$ cat src/rtl/pdm_audio_pkg.sv
// rtl/pdm_audio_pkg.sv - shared widths, default timing and PCM helpers for the PDM audio transmitter
package pdm_audio_pkg;

  localparam int PCM_W           = 16;
  localparam int BIT_DIV_DEFAULT = 32;
  localparam int OSR_DEFAULT     = 64;
  localparam int INT_W           = 20;
  localparam int CNT_W           = 9;

  function automatic logic [PCM_W-1:0] to_offset_binary(input logic [PCM_W-1:0] s);
    return {~s[PCM_W-1], s[PCM_W-2:0]};
  endfunction

endpackage

$ cat src/rtl/pdm_audio_tx_sigma_delta.sv
// rtl/pdm_audio_tx_sigma_delta.sv - delta-sigma modulator (module pdm_sigma_delta)
// Second order when PDM_TX_ORDER2_EN is defined, first-order carry accumulator otherwise.
module pdm_sigma_delta
  import pdm_audio_pkg::*;
(
  input  logic             clock,
  input  logic             reset,
  input  logic             clr,
  input  logic             bit_stb,
  input  logic [PCM_W-1:0] sample,
  output logic             pdm_bit
);

  logic pdm_q, pdm_d;

`ifdef PDM_TX_ORDER2_EN
  localparam int SW = INT_W + 2;
  localparam logic signed [SW-1:0] SAT_MAX = SW'((1 <<< (INT_W-1)) - 1);
  localparam logic signed [SW-1:0] FB_MAG  = SW'(1 <<< (PCM_W-1));

  function automatic logic signed [INT_W-1:0] sat(input logic signed [SW-1:0] v);
    if (v > SAT_MAX) return INT_W'(SAT_MAX);
    if (v < -SAT_MAX) return INT_W'(-SAT_MAX);
    return INT_W'(v);
  endfunction

  logic signed [INT_W-1:0] i1_q, i1_d, i2_q, i2_d, i1_nxt, i2_nxt;
  logic signed [SW-1:0]    fb, sum1, sum2;

  always_comb begin
    fb     = pdm_q ? FB_MAG : -FB_MAG;
    sum1   = SW'(i1_q) + SW'(signed'(sample)) - fb;
    i1_nxt = sat(sum1);
    sum2   = SW'(i2_q) + SW'(i1_nxt) - fb;
    i2_nxt = sat(sum2);
    i1_d   = i1_q;
    i2_d   = i2_q;
    pdm_d  = pdm_q;
    if (clr) begin
      i1_d  = '0;
      i2_d  = '0;
      pdm_d = 1'b0;
    end else if (bit_stb) begin
      i1_d  = i1_nxt;
      i2_d  = i2_nxt;
      pdm_d = ~i2_nxt[INT_W-1];
    end
  end

  always_ff @(posedge clock) begin
    if (reset) begin
      i1_q  <= '0;
      i2_q  <= '0;
      pdm_q <= 1'b0;
    end else begin
      i1_q  <= i1_d;
      i2_q  <= i2_d;
      pdm_q <= pdm_d;
    end
  end
`else
  logic [PCM_W-1:0] acc_q, acc_d;
  logic [PCM_W:0]   sum;

  // The carry out of the offset-binary accumulator is the PDM bit.
  always_comb begin
    sum   = {1'b0, acc_q} + {1'b0, to_offset_binary(sample)};
    acc_d = acc_q;
    pdm_d = pdm_q;
    if (clr) begin
      acc_d = '0;
      pdm_d = 1'b0;
    end else if (bit_stb) begin
      acc_d = sum[PCM_W-1:0];
      pdm_d = sum[PCM_W];
    end
  end

  always_ff @(posedge clock) begin
    if (reset) begin
      acc_q <= '0;
      pdm_q <= 1'b0;
    end else begin
      acc_q <= acc_d;
      pdm_q <= pdm_d;
    end
  end
`endif

  assign pdm_bit = pdm_q;

endmodule

$ cat src/rtl/pdm_audio_tx.sv
// rtl/pdm_audio_tx.sv - PCM-to-PDM audio transmitter top: timing, double buffer, flags
// Modulator order chosen by PDM_TX_ORDER2_EN (undefined: first order).
module pdm_audio_tx
  import pdm_audio_pkg::*;
#(
  parameter int BIT_DIV = BIT_DIV_DEFAULT,
  parameter int OSR     = OSR_DEFAULT
) (
  input  logic             clock,
  input  logic             reset,
  input  logic             enable,
  input  logic [PCM_W-1:0] sample_in,
  input  logic             sample_valid,
  output logic             sample_ready,
  output logic             pdm_out,
  output logic             aud_sd,
  output logic             underflow,
  input  logic             underflow_clr
);

  localparam logic [CNT_W-1:0] BIT_LAST = CNT_W'(BIT_DIV - 1);
  localparam logic [CNT_W-1:0] OSR_LAST = CNT_W'(OSR - 1);

  logic [CNT_W-1:0] bit_cnt_q, bit_cnt_d, osr_cnt_q, osr_cnt_d;
  logic [PCM_W-1:0] hold_reg_q, hold_reg_d, act_reg_q, act_reg_d;
  logic             hold_full_q, hold_full_d;
  logic             underflow_q, underflow_d;
  logic             aud_sd_q, aud_sd_d;
  logic             bit_stb, smp_stb, ready, handshake;

  assign bit_stb   = (bit_cnt_q == BIT_LAST);
  assign smp_stb   = bit_stb && (osr_cnt_q == OSR_LAST);
  assign ready     = enable && !hold_full_q && !reset;
  assign handshake = sample_valid && ready;

  always_comb begin
    bit_cnt_d   = bit_cnt_q;
    osr_cnt_d   = osr_cnt_q;
    hold_reg_d  = hold_reg_q;
    hold_full_d = hold_full_q;
    act_reg_d   = act_reg_q;
    aud_sd_d    = enable;
    underflow_d = underflow_q;

    // A new underflow beats a same-cycle clear.
    if (enable && smp_stb && !hold_full_q) underflow_d = 1'b1;
    else if (underflow_clr)                underflow_d = 1'b0;

    if (!enable) begin
      bit_cnt_d   = '0;
      osr_cnt_d   = '0;
      hold_reg_d  = '0;
      hold_full_d = 1'b0;
      act_reg_d   = '0;
    end else begin
      bit_cnt_d = bit_stb ? '0 : bit_cnt_q + 1'b1;
      if (bit_stb) osr_cnt_d = (osr_cnt_q == OSR_LAST) ? '0 : osr_cnt_q + 1'b1;
      if (smp_stb) begin
        if (hold_full_q) act_reg_d = hold_reg_q;
        hold_full_d = 1'b0;
      end
      if (handshake) begin
        hold_reg_d  = sample_in;
        hold_full_d = 1'b1;
      end
    end
  end

  always_ff @(posedge clock) begin
    if (reset) begin
      bit_cnt_q   <= '0;
      osr_cnt_q   <= '0;
      hold_reg_q  <= '0;
      hold_full_q <= 1'b0;
      act_reg_q   <= '0;
      aud_sd_q    <= 1'b0;
      underflow_q <= 1'b0;
    end else begin
      bit_cnt_q   <= bit_cnt_d;
      osr_cnt_q   <= osr_cnt_d;
      hold_reg_q  <= hold_reg_d;
      hold_full_q <= hold_full_d;
      act_reg_q   <= act_reg_d;
      aud_sd_q    <= aud_sd_d;
      underflow_q <= underflow_d;
    end
  end

  pdm_sigma_delta u_mod (
    .clock   (clock),
    .reset   (reset),
    .clr     (!enable),
    .bit_stb (bit_stb),
    .sample  (act_reg_q),
    .pdm_bit (pdm_out)
  );

  assign sample_ready = ready;
  assign aud_sd       = aud_sd_q;
  assign underflow    = underflow_q;

endmodule

$ cat config.mk
export PLATFORM = sky130hd
export DESIGN_NAME = pdm_audio_tx
export DESIGN_NICKNAME = d
export VERILOG_FILES = /design/src/rtl/pdm_audio_pkg.sv /design/src/rtl/pdm_audio_tx_sigma_delta.sv /design/src/rtl/pdm_audio_tx.sv
export SDC_FILE = /design/constraint.sdc
export NUM_CORES = 1
export LEC_CHECK = 0
export CAP_MARGIN = 5
export CORE_ASPECT_RATIO = 1.5
export CORE_UTILIZATION = 55
export CTS_BUF_LIST = sky130_fd_sc_hd__clkbuf_2 sky130_fd_sc_hd__clkbuf_4 sky130_fd_sc_hd__clkbuf_8
export DETAILED_ROUTE_END_ITERATION = 12
export PLACE_DENSITY = 0.86
export SETUP_SLACK_MARGIN = 0.15
export SLEW_MARGIN = 20
export SYNTH_ARGS = -nofsm -noshare
export SYNTH_HDL_FRONTEND = slang
export SYNTH_HIERARCHICAL = 1
export SYNTH_SLANG_ARGS = --single-unit
$ cat constraint.sdc
create_clock -name clock -period 2.35 [get_ports clock]
set_clock_uncertainty 0.05 [all_clocks]
set_input_delay 0.235 -clock clock [delete_from_list [all_inputs] [get_ports clock]]
set_output_delay 0.235 -clock clock [all_outputs]
set_load 0.03 [all_outputs]
**Run 1: a small window of the routed layout**

Region (19, 15) to (49, 45) um. Cells in gray, sequential cells in the stronger gray; small squares are vias.
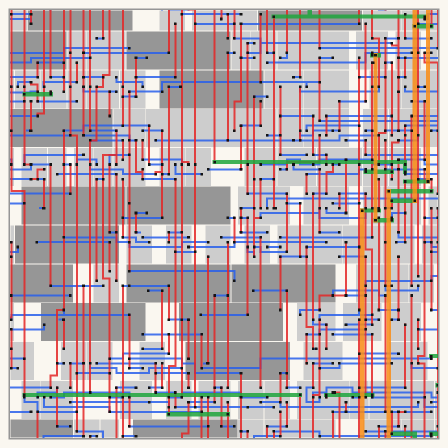
blue -> met1
red -> met2
orange -> met4
green -> met3
most frequent = dfxtp_1 (15), a21oi_1 (9), nand2_1 (9)
netlist names of flops here include = act_reg_q (6), hold_reg_q (4), u_mod/acc_q (3)
sequential cells in the window = 15
cells with their middle in the window = 87

**Run 1: logic cells by family**

Drawn at 6 px/um.
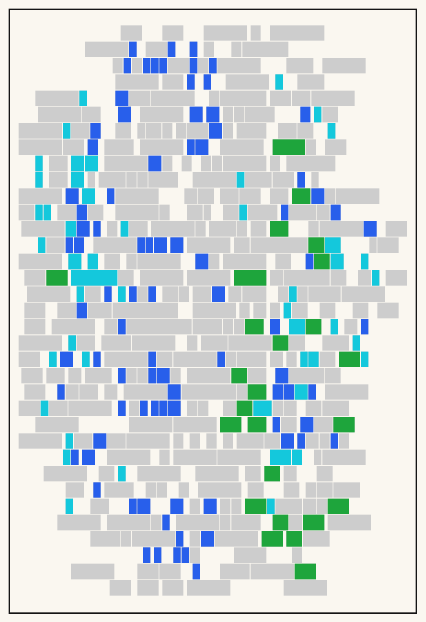
blue -> NAND gates  # cells 87, most used nand2_1
green -> AND-OR and OR-AND gates  # cells 25, most used a32o_1
cyan -> NOR gates  # cells 48, most used nor2_1
count of placed standard cells in the final layout, fillers left out: 518
combinational fraction of the cell area: 48.8%

**Run 1: routing congestion**

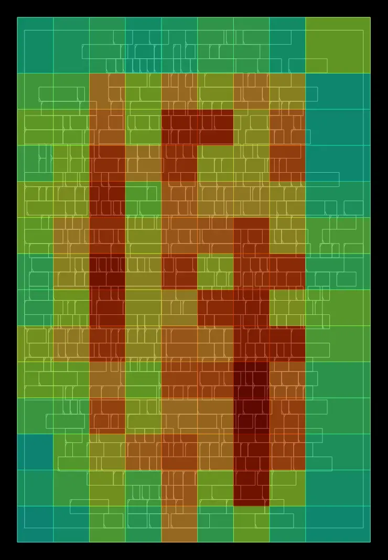
utilization after layout: 67.5%
M2 GR Usage: 45.1%

**Run 1: routed metal per tile**

Drawn at 4 px/um. The die is cut into 14 by 20 equal tiles; white is low, dark blue is high, scaled to the fullest tile. Values are wire area over tile area, all layers added.
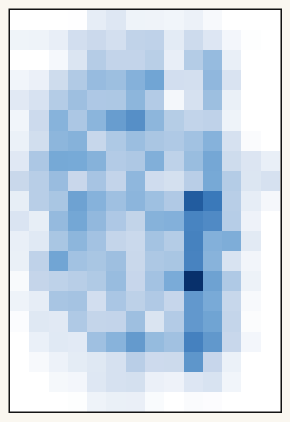
densest ninth of the die = middle
mean over tiles = 0.19
nearly empty tiles = 16%
average detailed-routed wire length per instance: 15.4 um
sum of routed wire length over all layers: 7.99 mm
total via count in the routed design: 3,195
Overall Global Routing Usage: 26.2%

==> impl_metrics.json, run 1 <==
{
  "run_status": "completed",
  "simple_gate_area_share_pct": 22.9,
  "combinational_cell_area_excluding_buffers_and_inverters_um2": 2030,
  "register_area_um2": 1400,
  "max_slew.worst_pin.slew_ns": 0.648,
  "clock_sinks": 70,
  "antenna_cells": 0,
  "top_cells_by_count": "sky130_fd_sc_hd__dfxtp_1 (70), sky130_fd_sc_hd__nand2_1 (50), sky130_fd_sc_hd__nor2_1 (32)",
  "filler_cell_count": 485,
  "drt-initial-drc-count": 168,
  "lay_top_count": "sky130_fd_sc_hd__dfxtp_1",
  "dp_cells": 498,
  "origin_of_the_worst_min_delay_path": "sample_in[14]",
  "vdd_drop_max_uv": 566,
  "core_area_um2": 6170,
  "dr_wl_met2_mm": 4.20,
  "worst_path_max_delay_cell": "sky130_fd_sc_hd__or4_1",
  "grt_antenna_before_repair": 0,
  "place.gp.congestion": 0.902,
  "synth_dominant_cell_count": "sky130_fd_sc_hd__dfxtp_1"
}
==> run 1: report_power, final <==
part / internal [uW] / switching [uW] / leakage [uW]
sequential: 1200 / 7.73 / 0.000567
clock: 689 / 462 / 0.000119
combinational: 46.4 / 56.4 / 0.000887
total: 1930 / 526 / 0.00157
==> run 1: stage by stage <==
step / worst slack [ns] / hold WS, ns
2_1_floorplan: 0.124 / 0.294
3_3_place_gp: 0.0418 / 0.396
3_5_place_dp: 0.00491 / 0.403
4_1_cts: -0.0137 / 0.391
5_1_grt: -0.0498 / 0.417
6_report: 0.0301 / 0.399
==> run 1: sequential cells by signal, summed over array words and instances, names as in the netlist <==
signal	cells
bit_cnt_q	9
act_reg_q	16
u_mod/pdm_bit	1
hold_full_q	1
u_mod/acc_q	16
hold_reg_q	16
osr_cnt_q	9
underflow	1
aud_sd	1
==> run 2, diff against run 1 <==
--- a/config.mk
+++ b/config.mk
@@ -7,6 +7,7 @@
 export LEC_CHECK = 0
 export CAP_MARGIN = 5
 export CORE_ASPECT_RATIO = 1.5
+export CORE_MARGIN = 1.5
 export CORE_UTILIZATION = 55
 export CTS_BUF_LIST = sky130_fd_sc_hd__clkbuf_2 sky130_fd_sc_hd__clkbuf_4 sky130_fd_sc_hd__clkbuf_8
 export DETAILED_ROUTE_END_ITERATION = 12
==> constraint.sdc (replaced) <==
create_clock -name clock -period 1.9 [get_ports clock]
set_clock_uncertainty 0.05 [all_clocks]
set_input_delay 0.19 -clock clock [delete_from_list [all_inputs] [get_ports clock]]
set_output_delay 0.19 -clock clock [all_outputs]
set_load 0.03 [all_outputs]
==> run 2 against run 1 <==
Effect of this change:
- the run now ends with negative setup slack left
- first-iteration DRC count rose to 3.4 times the previous value
- die size up 2.5%
- area after synthesis unchanged
- flip-flop count unchanged
- via count up 35%
- worst hold slack worse by 0.059 ns
- combinational power up 69%
- core utilization up 20 points
- critical path type unchanged
- critical endpoint unchanged
- largest cell class unchanged
==> impl_metrics.json, run 2 <==
{
  "run_status": "finished, violations left",
  "failing_checks": "negative setup slack",
  "origin_of_the_worst_min_delay_path": "sample_in[10]",
  "worst_hold_slack_across_all_endpoints_ns": 0.340,
  "lay_top_count": "sky130_fd_sc_hd__buf_4",
  "register_area_um2": 1430,
  "grt_antenna_before_repair": 1,
  "vdd_drop_max_uv": 687,
  "combinational_cell_area_excluding_buffers_and_inverters_um2": 2470,
  "setup-violations-final": 42,
  "final_cell_count_no_fill": 600,
  "fin_ws_ns": -0.595,
  "simple_gate_area_share_pct": 22.9,
  "core_area_um2": 6170,
  "filler_cell_count": 266,
  "routed-via-count": 4323,
  "synth_dominant_cell_count": "sky130_fd_sc_hd__dfxtp_1",
  "clock_sinks": 70,
  "drt_wl_total_mm": 16.3,
  "detailedPlace.worstSlack_ns": -0.404
}
[run 2: cell counts after synthesis]
Identical to the previous run, type by type.
[run 2: power breakdown]
| part | internal (uW) | switching [uW] | leakage, uW | total [uW] |
|---|---|---|---|---|
| logic | 73.8 | 100 | 0.00138 | 174 |
| registers | 1480 | 13.6 | 0.000576 | 1490 |
| clock network | 771 | 646 | 0.000108 | 1420 |
| total | 2320 | 760 | 0.00206 | 3080 |
[run 2: kinds of logic after synthesis]
family	count (synthesis)
AOI/OAI and AO/OA	110
xor gates and xnor gates	18
adders and majority gates	19
buffers and inverters	33
DFF	70
muxes	4
and+or+nand+nor	159
[run 2: routing by layer]
metal	vias to the layer above	track usage [%]	part of all wire, %
li1	1724	-	-
met5	-	0	0
met1	1982	40.9	32
met3	187	8.11	11
met2	430	66.1	47
met4	0	30.6	11
**Run 2: a small window of the routed layout**

Region (19, 15) to (49, 45) um. Cells in gray, sequential cells in the stronger gray; small squares are vias.
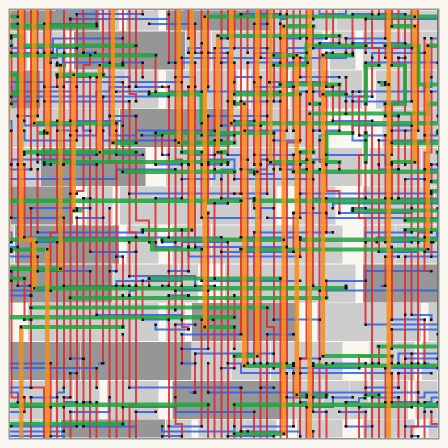
red -> met2
green -> met3
blue -> met1
orange -> met4
sequential cells in the window = 13
netlist names of flops here include = act_reg_q (6), hold_reg_q (5), u_mod/acc_q (2)
most frequent = dfxtp_1 (8), buf_4 (8)
cells with their middle in the window = 80

Power and IR drop assume default switching activity.
